===== src/rtl/dvp_emu_pkg.sv =====
// Shared types and defaults for the DVP camera emulator: pattern and FSM enums, RGB565 bar colours,
// default frame timing.
package dvp_emu_pkg;

    localparam int unsigned DefHActive = 174;
    localparam int unsigned DefVActive = 144;
    localparam int unsigned DefHBlank  = 32;
    localparam int unsigned DefVSync   = 3;
    localparam int unsigned DefVBack   = 17;
    localparam int unsigned DefVFront  = 10;
    localparam int unsigned DefBarW    = 22;

    typedef enum logic [1:0] {
        PatBars     = 2'd0,
        PatGradient = 2'd1,
        PatChecker  = 2'd2,
        PatCoord    = 2'd3
    } pattern_e;

    typedef enum logic [2:0] {
        StIdle,
        StVsync,
        StVback,
        StActive,
        StVfront
    } state_e;

    localparam logic [15:0] ColWhite   = 16'hFFFF;
    localparam logic [15:0] ColYellow  = 16'hFFE0;
    localparam logic [15:0] ColCyan    = 16'h07FF;
    localparam logic [15:0] ColGreen   = 16'h07E0;
    localparam logic [15:0] ColMagenta = 16'hF81F;
    localparam logic [15:0] ColRed     = 16'hF800;
    localparam logic [15:0] ColBlue    = 16'h001F;
    localparam logic [15:0] ColBlack   = 16'h0000;

    function automatic logic [15:0] bar_color(input logic [2:0] bar);
        logic [15:0] col;
        unique case (bar)
            3'd0: col = ColWhite;
            3'd1: col = ColYellow;
            3'd2: col = ColCyan;
            3'd3: col = ColGreen;
            3'd4: col = ColMagenta;
            3'd5: col = ColRed;
            3'd6: col = ColBlue;
            3'd7: col = ColBlack;
        endcase
        return col;
    endfunction

endpackage


===== src/rtl/dvp_camera_emulator_if.sv =====
// Camera-side DVP bus: the emulator drives it as master, a capture buffer listens as slave.
interface dvp_camera_emulator_if;
    logic       vsync;
    logic       href;
    logic       pclk;
    logic [7:0] data;

    modport master (output vsync, href, pclk, data);
    modport slave  (input  vsync, href, pclk, data);
endinterface


===== src/rtl/dvp_pattern_gen.sv =====
// Test-pattern pixel source; the pixel for the coordinates on its inputs is registered so the top only
// has to pick the high or low byte when the slot goes onto the bus.
module dvp_pattern_gen
    import dvp_emu_pkg::*;
#(
    parameter int unsigned XW = 8,
    parameter int unsigned YW = 8
) (
    input  logic          clk_i,
    input  logic          reset_i,
    input  pattern_e      pattern_i,
    input  logic [XW-1:0] x_i,
    input  logic [YW-1:0] y_i,
    input  logic [2:0]    bar_i,
    input  logic [4:0]    frame_cnt_i,
    output logic [15:0]   pix_o
);

    logic [7:0]  x8;
    logic [7:0]  y8;
    logic [15:0] pix_d;
    logic [15:0] pix_q;

    always_comb begin
        x8    = 8'(x_i);
        y8    = 8'(y_i);
        pix_d = 16'h0000;
        unique case (pattern_i)
            PatBars:     pix_d = bar_color(bar_i);
            PatGradient: pix_d = {x8[4:0], y8[5:0], frame_cnt_i};
            PatChecker:  pix_d = (x8[3] ^ y8[3]) ? 16'hFFFF : 16'h0000;
            PatCoord:    pix_d = {y8, x8};
        endcase
    end

    always_ff @(posedge clk_i) begin
        if (reset_i) begin
            pix_q <= 16'h0000;
        end else begin
            pix_q <= pix_d;
        end
    end

    assign pix_o = pix_q;

endmodule


===== src/rtl/dvp_camera_emulator.sv =====
// OV7670-style DVP pixel source: frame FSM, pclk generation, slot/line counters and registered bus outputs.
// Counters hold the position of the next byte slot; it is put on the bus on the pclk falling edge.
module dvp_camera_emulator
    import dvp_emu_pkg::*;
#(
    parameter int unsigned HActive = DefHActive,
    parameter int unsigned VActive = DefVActive,
    parameter int unsigned HBlank  = DefHBlank,
    parameter int unsigned VSync   = DefVSync,
    parameter int unsigned VBack   = DefVBack,
    parameter int unsigned VFront  = DefVFront,
    parameter int unsigned BarW    = DefBarW
) (
    input  logic                        clk_24,
    input  logic                        reset,
    input  logic                        enable,
    input  logic                        pwdn,
    input  logic [1:0]                  pattern,
    output logic [15:0]                 frame_cnt,
    output logic                        busy,
    dvp_camera_emulator_if.master       dvp
);

    localparam int unsigned LineSlots = 2 * HActive + HBlank;
    localparam int unsigned MaxSB     = (VSync > VBack) ? VSync : VBack;
    localparam int unsigned MaxAF     = (VActive > VFront) ? VActive : VFront;
    localparam int unsigned MaxLines  = (MaxSB > MaxAF) ? MaxSB : MaxAF;
    localparam int unsigned SlotW     = $clog2(LineSlots);
    localparam int unsigned LineW     = $clog2(MaxLines);
    localparam int unsigned XW        = $clog2(HActive);
    localparam int unsigned BarCntW   = $clog2(BarW);

    state_e               state_q, state_d, next_state;
    pattern_e             pattern_q, pattern_d;
    logic                 pclk_q, pclk_d;
    logic                 busy_q, busy_d;
    logic                 vsync_q, vsync_d;
    logic                 href_q, href_d;
    logic [7:0]           data_q, data_d;
    logic [15:0]          frame_cnt_q, frame_cnt_d;
    logic [SlotW-1:0]     slot_q, slot_d;
    logic [LineW-1:0]     line_q, line_d;
    logic [XW-1:0]        x_q, x_d;
    logic [2:0]           bar_q, bar_d;
    logic [BarCntW-1:0]   bar_cnt_q, bar_cnt_d;
    logic                 last_slot;
    logic                 last_line;
    logic [15:0]          pix;

    dvp_pattern_gen #(
        .XW (XW),
        .YW (LineW)
    ) u_pattern_gen (
        .clk_i       (clk_24),
        .reset_i     (reset),
        .pattern_i   (pattern_q),
        .x_i         (x_q),
        .y_i         (line_q),
        .bar_i       (bar_q),
        .frame_cnt_i (frame_cnt_q[4:0]),
        .pix_o       (pix)
    );

    // Zero-length blanking periods are skipped; StIdle as successor marks the end of a frame.
    always_comb begin
        last_slot  = (slot_q == SlotW'(LineSlots - 1));
        last_line  = 1'b0;
        next_state = StIdle;
        case (state_q)
            StVsync: begin
                last_line  = (line_q == LineW'(VSync - 1));
                next_state = (VBack != 0) ? StVback : StActive;
            end
            StVback: begin
                last_line  = (line_q == LineW'(VBack - 1));
                next_state = StActive;
            end
            StActive: begin
                last_line  = (line_q == LineW'(VActive - 1));
                next_state = (VFront != 0) ? StVfront : StIdle;
            end
            StVfront: begin
                last_line  = (line_q == LineW'(VFront - 1));
                next_state = StIdle;
            end
            default: ;
        endcase
    end

    always_comb begin
        state_d     = state_q;
        pattern_d   = pattern_q;
        pclk_d      = pclk_q;
        busy_d      = busy_q;
        vsync_d     = vsync_q;
        href_d      = href_q;
        data_d      = data_q;
        frame_cnt_d = frame_cnt_q;
        slot_d      = slot_q;
        line_d      = line_q;
        x_d         = x_q;
        bar_d       = bar_q;
        bar_cnt_d   = bar_cnt_q;

        if (pwdn) begin
            state_d   = StIdle;
            pclk_d    = 1'b0;
            busy_d    = 1'b0;
            vsync_d   = 1'b0;
            href_d    = 1'b0;
            data_d    = 8'h00;
            slot_d    = '0;
            line_d    = '0;
            x_d       = '0;
            bar_d     = '0;
            bar_cnt_d = '0;
        end else if (state_q == StIdle) begin
            pclk_d = 1'b0;
            if (enable) begin
                // Leaving idle puts the first VSYNC slot on the bus straight away.
                state_d   = StVsync;
                pattern_d = pattern_e'(pattern);
                busy_d    = 1'b1;
                vsync_d   = 1'b1;
                href_d    = 1'b0;
                data_d    = 8'h00;
                slot_d    = SlotW'(1);
                line_d    = '0;
                x_d       = '0;
                bar_d     = '0;
                bar_cnt_d = '0;
            end
        end else begin
            pclk_d = ~pclk_q;
            if (pclk_q) begin
                vsync_d = (state_q == StVsync);
                href_d  = (state_q == StActive) && (slot_q < SlotW'(2 * HActive));
                data_d  = href_d ? (slot_q[0] ? pix[7:0] : pix[15:8]) : 8'h00;
                if (last_slot) begin
                    slot_d    = '0;
                    x_d       = '0;
                    bar_d     = '0;
                    bar_cnt_d = '0;
                    if (last_line) begin
                        line_d = '0;
                        if (next_state == StIdle) begin
                            frame_cnt_d = frame_cnt_q + 16'd1;
                            if (enable) begin
                                state_d   = StVsync;
                                pattern_d = pattern_e'(pattern);
                            end else begin
                                state_d = StIdle;
                                busy_d  = 1'b0;
                            end
                        end else begin
                            state_d = next_state;
                        end
                    end else begin
                        line_d = line_q + 1'b1;
                    end
                end else begin
                    slot_d = slot_q + 1'b1;
                    if (slot_q[0] && (slot_q < SlotW'(2 * HActive - 1))) begin
                        x_d = x_q + 1'b1;
                        if (bar_cnt_q == BarCntW'(BarW - 1)) begin
                            bar_cnt_d = '0;
                            if (bar_q != 3'd7) begin
                                bar_d = bar_q + 1'b1;
                            end
                        end else begin
                            bar_cnt_d = bar_cnt_q + 1'b1;
                        end
                    end
                end
            end
        end
    end

    always_ff @(posedge clk_24) begin
        if (reset) begin
            state_q     <= StIdle;
            pattern_q   <= PatBars;
            pclk_q      <= 1'b0;
            busy_q      <= 1'b0;
            vsync_q     <= 1'b0;
            href_q      <= 1'b0;
            data_q      <= 8'h00;
            frame_cnt_q <= 16'h0000;
            slot_q      <= '0;
            line_q      <= '0;
            x_q         <= '0;
            bar_q       <= '0;
            bar_cnt_q   <= '0;
        end else begin
            state_q     <= state_d;
            pattern_q   <= pattern_d;
            pclk_q      <= pclk_d;
            busy_q      <= busy_d;
            vsync_q     <= vsync_d;
            href_q      <= href_d;
            data_q      <= data_d;
            frame_cnt_q <= frame_cnt_d;
            slot_q      <= slot_d;
            line_q      <= line_d;
            x_q         <= x_d;
            bar_q       <= bar_d;
            bar_cnt_q   <= bar_cnt_d;
        end
    end

    assign dvp.vsync = vsync_q;
    assign dvp.href  = href_q;
    assign dvp.pclk  = pclk_q;
    assign dvp.data  = data_q;
    assign frame_cnt = frame_cnt_q;
    assign busy      = busy_q;

endmodule

===== src/flat_wrapper.sv =====
// flat-port wrapper written by rule: the top's interface ports become plain ports
module dvp_camera_emulator_flat import dvp_emu_pkg::*;
#(
    parameter int unsigned HActive = DefHActive,
    parameter int unsigned VActive = DefVActive,
    parameter int unsigned HBlank  = DefHBlank,
    parameter int unsigned VSync   = DefVSync,
    parameter int unsigned VBack   = DefVBack,
    parameter int unsigned VFront  = DefVFront,
    parameter int unsigned BarW    = DefBarW
)
  (clk_24, reset, enable, pwdn, pattern, frame_cnt, busy, dvp_vsync, dvp_href, dvp_pclk, dvp_data);
  dvp_camera_emulator_if dvp_i ();
  input  logic clk_24;
  input  logic reset;
  input  logic enable;
  input  logic pwdn;
  input  logic [1:0] pattern;
  output logic [15:0] frame_cnt;
  output logic busy;
  output wire logic [$bits(dvp_i.vsync)-1:0] dvp_vsync;
  output wire logic [$bits(dvp_i.href)-1:0] dvp_href;
  output wire logic [$bits(dvp_i.pclk)-1:0] dvp_pclk;
  output wire logic [$bits(dvp_i.data)-1:0] dvp_data;
  assign dvp_vsync = dvp_i.vsync;
  assign dvp_href = dvp_i.href;
  assign dvp_pclk = dvp_i.pclk;
  assign dvp_data = dvp_i.data;
  dvp_camera_emulator #(.HActive(HActive), .VActive(VActive), .HBlank(HBlank), .VSync(VSync), .VBack(VBack), .VFront(VFront), .BarW(BarW)) u_core (.clk_24(clk_24), .reset(reset), .enable(enable), .pwdn(pwdn), .pattern(pattern), .frame_cnt(frame_cnt), .busy(busy), .dvp(dvp_i));
endmodule

===== config.mk =====
export PLATFORM = sky130hd
export DESIGN_NAME = dvp_camera_emulator_flat
export DESIGN_NICKNAME = d
export VERILOG_FILES = /design/src/rtl/dvp_emu_pkg.sv /design/src/rtl/dvp_camera_emulator_if.sv /design/src/rtl/dvp_pattern_gen.sv /design/src/rtl/dvp_camera_emulator.sv /design/src/flat_wrapper.sv
export SDC_FILE = /design/constraint.sdc
export NUM_CORES = 1
export LEC_CHECK = 0
export CAP_MARGIN = 20
export CORE_ASPECT_RATIO = 1.2
export CORE_MARGIN = 4
export CORE_UTILIZATION = 45
export CTS_CLUSTER_SIZE = 8
export DETAILED_ROUTE_END_ITERATION = 7
export GPL_ROUTABILITY_DRIVEN = 0
export GPL_TIMING_DRIVEN = 1
export HOLD_SLACK_MARGIN = 0.02
export PLACE_DENSITY = 0.67
export SLEW_MARGIN = 10
export SYNTH_ARGS = -nofsm -noshare
export SYNTH_HDL_FRONTEND = slang
export SYNTH_HIERARCHICAL = 1
export SYNTH_SLANG_ARGS = --single-unit

===== constraint.sdc =====
create_clock -name clk_24 -period 2.4 [get_ports clk_24]
set_clock_uncertainty 0.15 [all_clocks]
set_input_delay 0.48 -clock clk_24 [delete_from_list [all_inputs] [get_ports clk_24]]
set_output_delay 0.48 -clock clk_24 [all_outputs]
set_load 0.1 [all_outputs]

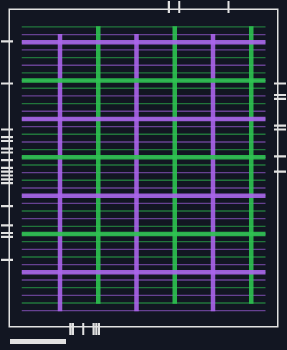
(PDN straps and rails)
Scale bar: 20 µm. Pins as bars on the die edge.
legend:
  green:
    net: VDD
  purple:
    net: VSS
met5 straps: 7
met4 straps: 6
signal pins: 34

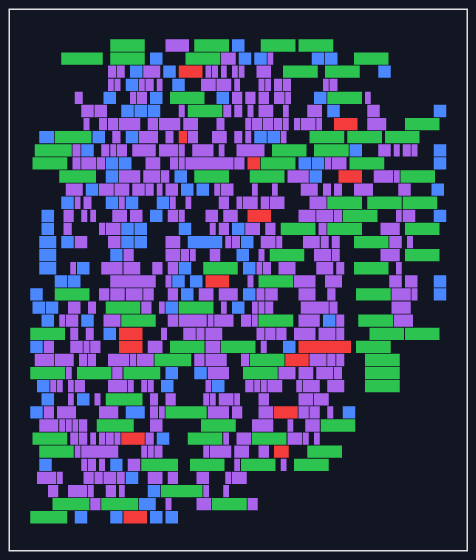
(cell classes on the final placement)
legend:
  blue:
    class: other buffers and delay cells
    cells: 104
    share_of_their_area: 16%
  green:
    class: flops
    cells: 82
    share_of_their_area: 33%
  purple:
    class: combinational and other logic
    cells: 360
    share_of_their_area: 47%
  red:
    class: clock drivers and dummy loads
    cells: 15
    share_of_their_area: 4.0%

-- final cells by class --
cell class | instances | area (µm²)
fillers | 804 | 3481
flip-flops and latches | 82 | 1667
inverters | 10 | 37.54
clock inverters | 4 | 51.30
repair buffers | 104 | 808.3
multi-input cells | 350 | 2361
well taps | 117 | 146.4
clock buffers | 11 | 151.4
-- flip-flops by register name, summed over array words and instances, names as in the netlist --
name                        count
u_core/frame_cnt               16
u_core/u_pattern_gen/pix_o     16
u_core/slot_q                   9
u_core/dvp.data                 8
u_core/line_q                   8
u_core/x_q                      8
u_core/bar_cnt_q                5
u_core/bar_q                    3
u_core/state_q                  3
u_core/pattern_q                2
u_core/busy                     1
u_core/dvp.href                 1
u_core/dvp.pclk                 1
u_core/dvp.vsync                1
-- kinds of logic after synthesis --
| kind of cell | share of synthesized area [%] |
|---|---|
| XOR/XNOR | 5.143 |
| multiplexers | 9.362 |
| flip-flops | 40.41 |
| AND/OR/NAND/NOR | 24.24 |
| AND-OR/OR-AND | 14.51 |
| adder cells (fa/ha/maj) | 2.464 |
| buffers and inverters | 3.880 |
-- per-layer routing --
layer	GRT usage (%)	up-vias	share of wire, %
met2	35.56	87	50
met3	3.619	24	4.3
met4	7.988	0	2.4
li1	-	1837	-
met1	24.93	1788	44
met5	0	-	0
-- timing repair --
item,4_1_cts,5_1_grt
pin swaps,6,7
hold buffers,0,0
resized,10,13
endpoints found under the setup margin,14,51
buffers inserted,1,8
-- worst min path at each step --
stage / from / end / slack, ns
4_1_cts: u_core/dvp.vsync / u_core/dvp.vsync / 0.31
3_3_place_gp: u_core/dvp.vsync / u_core/dvp.vsync / 0.30
3_5_place_dp: u_core/dvp.vsync / u_core/dvp.vsync / 0.30
6_report: u_core/dvp.vsync / u_core/dvp.vsync / 0.31
2_1_floorplan: u_core/x_q[7] / u_core/x_q[7] / 0.31
5_1_grt: u_core/dvp.vsync / u_core/dvp.vsync / 0.35
-- power by group --
group          switching [mW]  leakage (nW)  internal [mW]
registers              0.0142         0.675           1.39
clock network           0.485         0.101          0.532
logic                   0.139          1.22          0.106
total                   0.638          2.00           2.03
-- worst reg2reg max path: stages, from the launching register on --
cell and delay [ns]:
dfxtp_4 0.38, or4b_4 0.56, o2bb2ai_4 0.17, or4_4 0.52
a21oi_4 0.15, nor2_1 0.08, a22o_1 0.24
-- synth_stat cells, types with 10 or more instances --
master | n | share of area [%]
nor3_1 | 13 | 1.6
nor2b_1 | 10 | 1.5
dfxtp_1 | 82 | 40
o21ai_0 | 26 | 3.2
nand2_1 | 38 | 3.5
nand4_1 | 14 | 2.2
xor2_1 | 16 | 3.4
mux2i_1 | 20 | 4.9
nor2_1 | 67 | 6.2
mux2_2 | 15 | 4.2
clkbuf_1 | 10 | 0.92
a21oi_1 | 17 | 2.1
nand3_1 | 10 | 1.2
==> flow_summary.yaml <==
# physical design summary
place:
  post-dp-hpwl_mm: 7.675
  port_buffers: 33
  post-place-ws_ns: -0.5359
  post_dp_cell_area_mm2: 0.004846
  dp.cells: 654
floorplan:
  floorplanUtilization_pct: 46.68
  die_h_um: 112.1
  die_x_um: 94.74
  rows: 37
  io_pins: 34
  coreArea_mm2: 0.008703
  chipArea_mm2: 0.01062
detailed_routing:
  drt_iter0_markers: 194
  drc: 0
  routed_wl_mm: 10.38
  via_count: 3736
  first_pass_iters: 4
  via_per_inst: 5.510
  detail_route.wl_per_cell_um: 15.31
  postRouteAntennaNets: 0
logic_synthesis:
  ys_types: 64
  avgSynthCellArea_um2: 8.775
  synth_flops: 82
  synthesis.area_mm2: 0.004063
  edf_count: 0
  netlist_instances: 463
  flop_cell: "dfxtp_1"
  yosysSeqAreaShare_pct: 40.41
  yosys_area_mm2: 0.004063
  ys_cells: 463
  synth_async_sr_flop_share_pct: 0
  yosys_warnings: 6
  fp_nets: 477
global_routing:
  antenna_found_initial: 0
  grt_max_degree: 36
  grt.total_usage_pct: 20.53
  grt_pass1_wl_mm: 17.50
  grt_overflow_total: 0
  grt_pass1_vias: 3701
final_timing:
  worst_pin_slew_ns: 0.5445
  min_period_ns: 2.344
  period_used_pct: 97.65
  hold_viol_final: 0
  maxSlewViolCount: 0
  finalSetupViolations: 0
  setup_slack_ns: 0.05646
  slew_headroom_pct: 63.59
  timing.fmax_mhz: 426.7
  tns_ns: 0
  rsz0062_at_grt: "no"
  timing.hold.ws_ns: 0.3119
critical_path:
  worstPathCellList: "or4b_4, o2bb2ai_4, or4_4, a21oi_4, nor2_1, a22o_1"
  reg2reg_depth: 6
  critical-path-top-delay-family: "simple AND/OR/NAND/NOR gates"
  cp-startpoint: "u_core/state_q[1]"
  critPathBufInv: 0
  r2r_start: "u_core/state_q[1]"
  worst-setup-path-type: "flip-flop to flip-flop"
  crit_path_end: "u_core/bar_q[1]"
  reg2reg_to: "u_core/bar_q[1]"
  arrival_ns: 2.45
  slowest_delay_ns: 0.56
  slowest_stage: "or4b_4"
  path_max_fanout: 8
  ff2ff_setup_slack_ns: 0.06
  required_ns: 2.50
  cp.depth: 6
  endpoint_kind: "flip-flop"
  crit_path_start_kind: "flip-flop"
outcome:
  status: "complete, no violations"
layout:
  final_area_mm2: 0.005223
  stdcell_count: 678
  most-common-layout-cells: "buf_4 (97), dfxtp_1 (68), nor2_1 (67)"
  nets: 571
  final_core_util_pct: 60.01
  lay_top_count: "buf_4"
  drive_gt1_share_pct: 30.48
  antenna_cells: 0
  synthToLayoutAreaGrowth_pct: 28.55
power:
  power_density_mw_per_mm2: 510.1
  power.total_mw: 2.664
  p_leak_nw: 1.998
  irDropWorstVdd_uv: 352.8
clocking:
  cts_root_buf: "clkbuf_8"
  tritoncts: "yes"
  htree_levels: 3
  insertion_delay_ns: 0.36
  clockBufferDepth: 2
  cts.sinks: 82
  clk_pin_slew_ns: 0.08
  cts_buffers: 9
worst_hold_path:
  hp-class: "flip-flop to flip-flop"
  min_delay_path_depth: 2
run:
  max-cap-violations: 0
  warning_count: 28
Power and IR drop assume default switching activity.
